**Run 1: floorplan with the power grid**

Pins as bars on the die edge. Tap cells in grey.
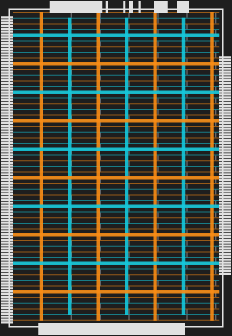
**Run 1: placement by cell class**

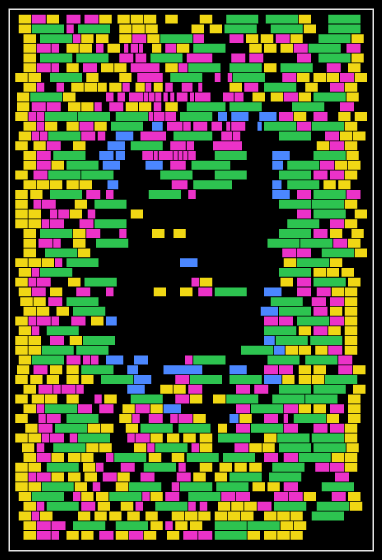
**Run 1: clock wires, drivers and flops**

The bar under the picture is 20 um long.
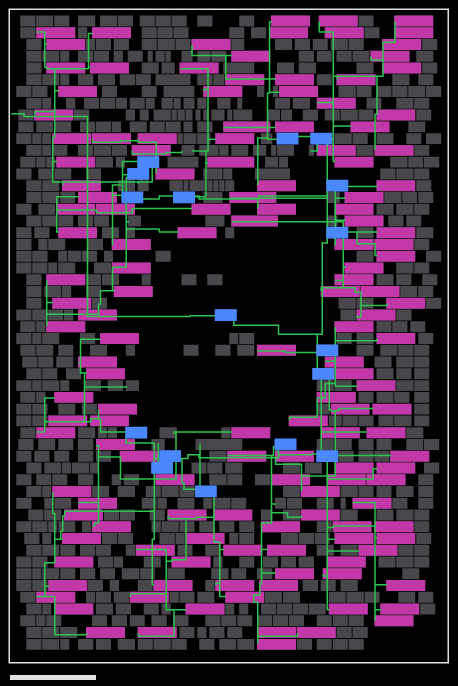
==> config.mk <==
export PLATFORM = sky130hd
export DESIGN_NAME = csb2cacc_arb
export DESIGN_NICKNAME = d
export VERILOG_FILES = /design/src/rtl/csb2cacc_arb.sv
export SDC_FILE = /design/constraint.sdc
export NUM_CORES = 1
export LEC_CHECK = 0
export CORE_ASPECT_RATIO = 1.5
export CORE_UTILIZATION = 42
export CTS_BUF_LIST = sky130_fd_sc_hd__clkbuf_8
export DETAILED_ROUTE_END_ITERATION = 7
export PLACE_DENSITY = 0.88
export SYNTH_ARGS = -nofsm -noshare
export SYNTH_HDL_FRONTEND = slang
export SYNTH_SLANG_ARGS = --single-unit
==> constraint.sdc <==
create_clock -name nvdla_core_clk -period 5.7 [get_ports nvdla_core_clk]
set_clock_uncertainty 0.15 [all_clocks]
set_input_delay 1.14 -clock nvdla_core_clk [delete_from_list [all_inputs] [get_ports nvdla_core_clk]]
set_output_delay 1.14 -clock nvdla_core_clk [all_outputs]
set_load 0.02 [all_outputs]
==> job_summary.md, run 1 <==
### Metrics collected by this job

| Metric | Value |
|---|---|
| Status | `finished clean` |
| Cell occurring most often along the worst timing path | `sky130_fd_sc_hd__clkdlybuf4s50_1` |
| Mux cell area share after synthesis | `13.2%` |
| Nonclk inv count | `10` |
| Global-route wire length before repair | `27000 um` |
| Flop+latch power | `1.86 mW` |
| Fraction of met1 tracks used by global routing | `25.9%` |
| Mean number of vias per cell | `5.33` |
| Non-clock buffer contribution to total cell area | `31.8%` |
| Cell internal power dissipation | `3.38 mW` |
| Worst EP required | `4410 ps` |
| Portion of total power attributed to combinational logic | `51.7%` |
| Sequential cell area in the final layout | `3700 sq um` |
| Bufs on Longest Clock Path | `2` |
| Cts bufs inserted | `17` |
| Met3 global-route usage | `6.88%` |
| Top-level port count | `306` |
| Final setup violation count | `0` |
| Via count of the routed design | `4975` |
| Critical path capture point type | `primary output` |
| Total clock sinks | `147` |
| Post-route fraction of the period consumed by the critical path | `82.3%` |
| Residual DRC | `0` |
| GR Util met2 | `41.1%` |
| Busiest metal layer after global routing | `met2` |
| Non-clock buffers | `310` |
| Flip-flop and latch count after synthesis | `147` |
| Pin count of the biggest net entering global routing | `100` |
| Simple-gate portion of the synthesized area | `8.30%` |
| Number of gates resized after cts | `0` |
| Critical path class | `in -> out` |
| Switching power summed over all nets | `2.09 mW` |
| Clock transition at the register clock pins on the worst setup and hold paths after CTS | `80 ps` |
| Pwr Density | `563 nW/um^2` |
| Arrival time worst endpoint | `3400 ps` |
| Log Warnings | `29` |
| Number of global-route vias before repair | `5366` |
| Area growth from synthesis to layout | `57.0%` |
| Placed Instances | `901` |
| Max FFs per register | `63` |
| Non-filler cells in the finished layout | `933` |
| IO Port Bufs | `305` |
| Asr flop ratio synth | `97.3%` |
| Power dissipated in combinational cells | `2.83 mW` |
| Sw frac | `38.2%` |
| Critical path fanouts, max | `14` |
| Post-DP HPWL | `12900 um` |
| Leading cell category by total area | `sequential cells` |
| Largest cells by area after synthesis | `sky130_fd_sc_hd__dfrtp_1 (58%), sky130_fd_sc_hd__mux2_1 (12%), sky130_fd_sc_hd__o221a_1 (11%)` |
| Fill cell instance count of the final layout | `1080` |
| Chip area line of the yosys report | `6200 sq um` |
| Worst hold stages | `1` |
| CTS H-tree lvls | `4` |
| Detail-routed net length per standard cell | `19.2 um` |
| Group drawing the most power | `combinational cells` |
| Pre-CTS setup slack | `1030 ps` |
| Fp util | `42.9%` |
| Antenna violations before repair | `0` |
| Total length of routed met2 wires | `9220 um` |
| Worst-case reg-to-reg path depth | `5` |
| Instance area after placement | `9350 sq um` |
| Leakage power summed over all cells | `3.83 nW` |
| Pins over their slew limit | `0` |
| Total wire length after detailed routing | `17900 um` |
| Setup TNS after final layout | `0 ps` |
| Area share of xor/xnor cells in the synthesized design | `0.989%` |
| Startpoint Class | `primary input` |
| Slew at the pin with the worst max-slew slack | `1050 ps` |
| Net Count, Synth | `600` |
| Sequential area share after synthesis | `59.7%` |
| Synthesized area | `6200 sq um` |
| Fraction of final layout cells with drive strength greater than 1 | `7.06%` |
| Maximum achievable frequency | `213 MHz` |
| Total number of nets in the final design | `896` |
| Count of max-cap constraint violations | `0` |
| Proportion of cell area occupied by multi-input gates | `23.4%` |
| Util after Layout | `67.3%` |
| Most common logic cell in the routed design | `sky130_fd_sc_hd__clkdlybuf4s50_1` |
| Number of failing hold endpoints at the final stage | `0` |
| Crit-path leading delay family | `buffers and inverters` |
| Library cell with the largest summed area after synthesis | `sky130_fd_sc_hd__dfrtp_1` |
| Most instantiated library cell after synthesis | `sky130_fd_sc_hd__dfrtp_1` |
| Violation count after the first detailed-routing iteration | `117` |
| Yosys aoi share | `12.6%` |
| Flop pwr share | `33.9%` |
| GRT overflow | `0` |
| Layout clock buffers | `17` |
| Worst rel slew slack | `29.6%` |
| Multi-input gate area | `2270 sq um` |
Notes on 'floorplan with the power grid' above:
legend:
  orange:
    net: VSS
  cyan:
    net: VDD
met1 rails: 55
signal pins: 306
met5 straps: 10
placeable core region: 14500 sq um
horizontal die size: 101 um
vertical extent of the die: 151 um
worst-case vdd ir drop: 272 uV

Notes on 'placement by cell class' above:
legend:
  magenta:
    class: all other logic
    cells: 248
    share_of_their_area: 24%
  yellow:
    class: other buffers and delay cells
    cells: 310
    share_of_their_area: 33%
  green:
    class: flops
    cells: 147
    share_of_their_area: 39%
  blue:
    class: clock drivers and dummy loads
    cells: 32
    share_of_their_area: 4.0%
post-route cell area: 9730 sq um
placement row count: 54
register fraction of the total cell area: 38.0%

Notes on 'clock wires, drivers and flops' above:
legend:
  magenta:
    item: flip-flops
    count: 147
  blue:
    item: cells driving clock nets
    count: 17
  green:
    item: clock wires
    length: 1720 um
flops lie: spread over the die
routed clock nets: 18
Late-Pin Clk Latency: 420 ps
Clk network pwr share: 14.4%
clock distribution power: 786 uW

--- run 2 (diff from run 1) ---
==> constraint.sdc (replaced) <==
create_clock -name nvdla_core_clk -period 4.73 [get_ports nvdla_core_clk]
set_clock_uncertainty 0.15 [all_clocks]
set_input_delay 0.946 -clock nvdla_core_clk [delete_from_list [all_inputs] [get_ports nvdla_core_clk]]
set_output_delay 0.946 -clock nvdla_core_clk [all_outputs]
set_load 0.02 [all_outputs]
==> job_summary.md, run 2 <==
### Metrics collected by this job

| Metric | Value |
|---|---|
| GRT overflow | `0` |
| Met3 global-route usage | `7.48%` |
| Post-route fraction of the period consumed by the critical path | `88.4%` |
| Global-route wire length before repair | `27000 um` |
| Total clock sinks | `147` |
| Late-Pin Clk Latency | `420 ps` |
| Startpoint Class | `primary input` |
| Worst-case vdd ir drop | `345 uV` |
| Log Warnings | `29` |
| Mean number of vias per cell | `5.25` |
| Number of gates resized after cts | `0` |
| Critical path fanouts, max | `11` |
| Library cell with the largest summed area after synthesis | `sky130_fd_sc_hd__dfrtp_1` |
| Worst EP required | `3630 ps` |
| Fp util | `42.9%` |
| Cts bufs inserted | `17` |
| Nonclk inv count | `10` |
| Chip area line of the yosys report | `6200 sq um` |
| Status | `finished clean` |
| Pwr Density | `690 nW/um^2` |
| Sw frac | `37.1%` |
| Horizontal die size | `101 um` |
| Crit-path leading delay family | `buffers and inverters` |
| Sequential cell area in the final layout | `3700 sq um` |
| Total length of routed met2 wires | `9090 um` |
| Residual DRC | `0` |
| Worst rel slew slack | `28.2%` |
| Setup TNS after final layout | `0 ps` |
| Util after Layout | `68.0%` |
| Proportion of cell area occupied by multi-input gates | `23.1%` |
| Multi-input gate area | `2270 sq um` |
| Instance area after placement | `9370 sq um` |
| Max FFs per register | `63` |
| Bufs on Longest Clock Path | `2` |
| Maximum achievable frequency | `239 MHz` |
| Power dissipated in combinational cells | `3.41 mW` |
| Worst hold stages | `1` |
| Clk network pwr share | `16.4%` |
| Number of failing hold endpoints at the final stage | `0` |
| Antenna violations before repair | `2` |
| Slew at the pin with the worst max-slew slack | `1070 ps` |
| Total number of nets in the final design | `897` |
| Busiest metal layer after global routing | `met2` |
| Leakage power summed over all cells | `3.87 nW` |
| Placement row count | `54` |
| Mux cell area share after synthesis | `13.2%` |
| Clock distribution power | `1.11 mW` |
| Clock transition at the register clock pins on the worst setup and hold paths after CTS | `80 ps` |
| Non-clock buffer contribution to total cell area | `31.7%` |
| Violation count after the first detailed-routing iteration | `135` |
| Post-route cell area | `9830 sq um` |
| Yosys aoi share | `12.6%` |
| Vertical extent of the die | `151 um` |
| Area share of xor/xnor cells in the synthesized design | `0.989%` |
| Top-level port count | `306` |
| Net Count, Synth | `600` |
| Flop pwr share | `33.3%` |
| Portion of total power attributed to combinational logic | `50.3%` |
**Run 2: routed metal, one colour a layer**

The bar under the picture is 20 um long.
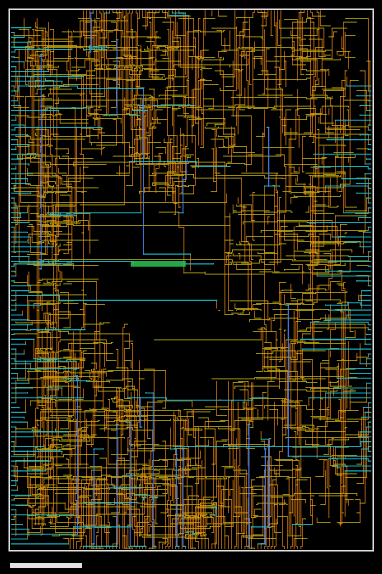
legend:
  orange:
    layer: met2
    wire_length: 9090 um
  yellow:
    layer: met1
    wire_length: 6450 um
  cyan:
    layer: met3
    wire_length: 1550 um
  blue:
    layer: met4
    wire_length: 542 um
  green:
    layer: met5
    wire_length: 13.8 um
via count of the routed design: 4906
GRT Overall Usage: 23.5%
detail-routed net length per standard cell: 18.9 um
total wire length after detailed routing: 17700 um

No activity file was given, so power comes from the tool's default toggle rates.
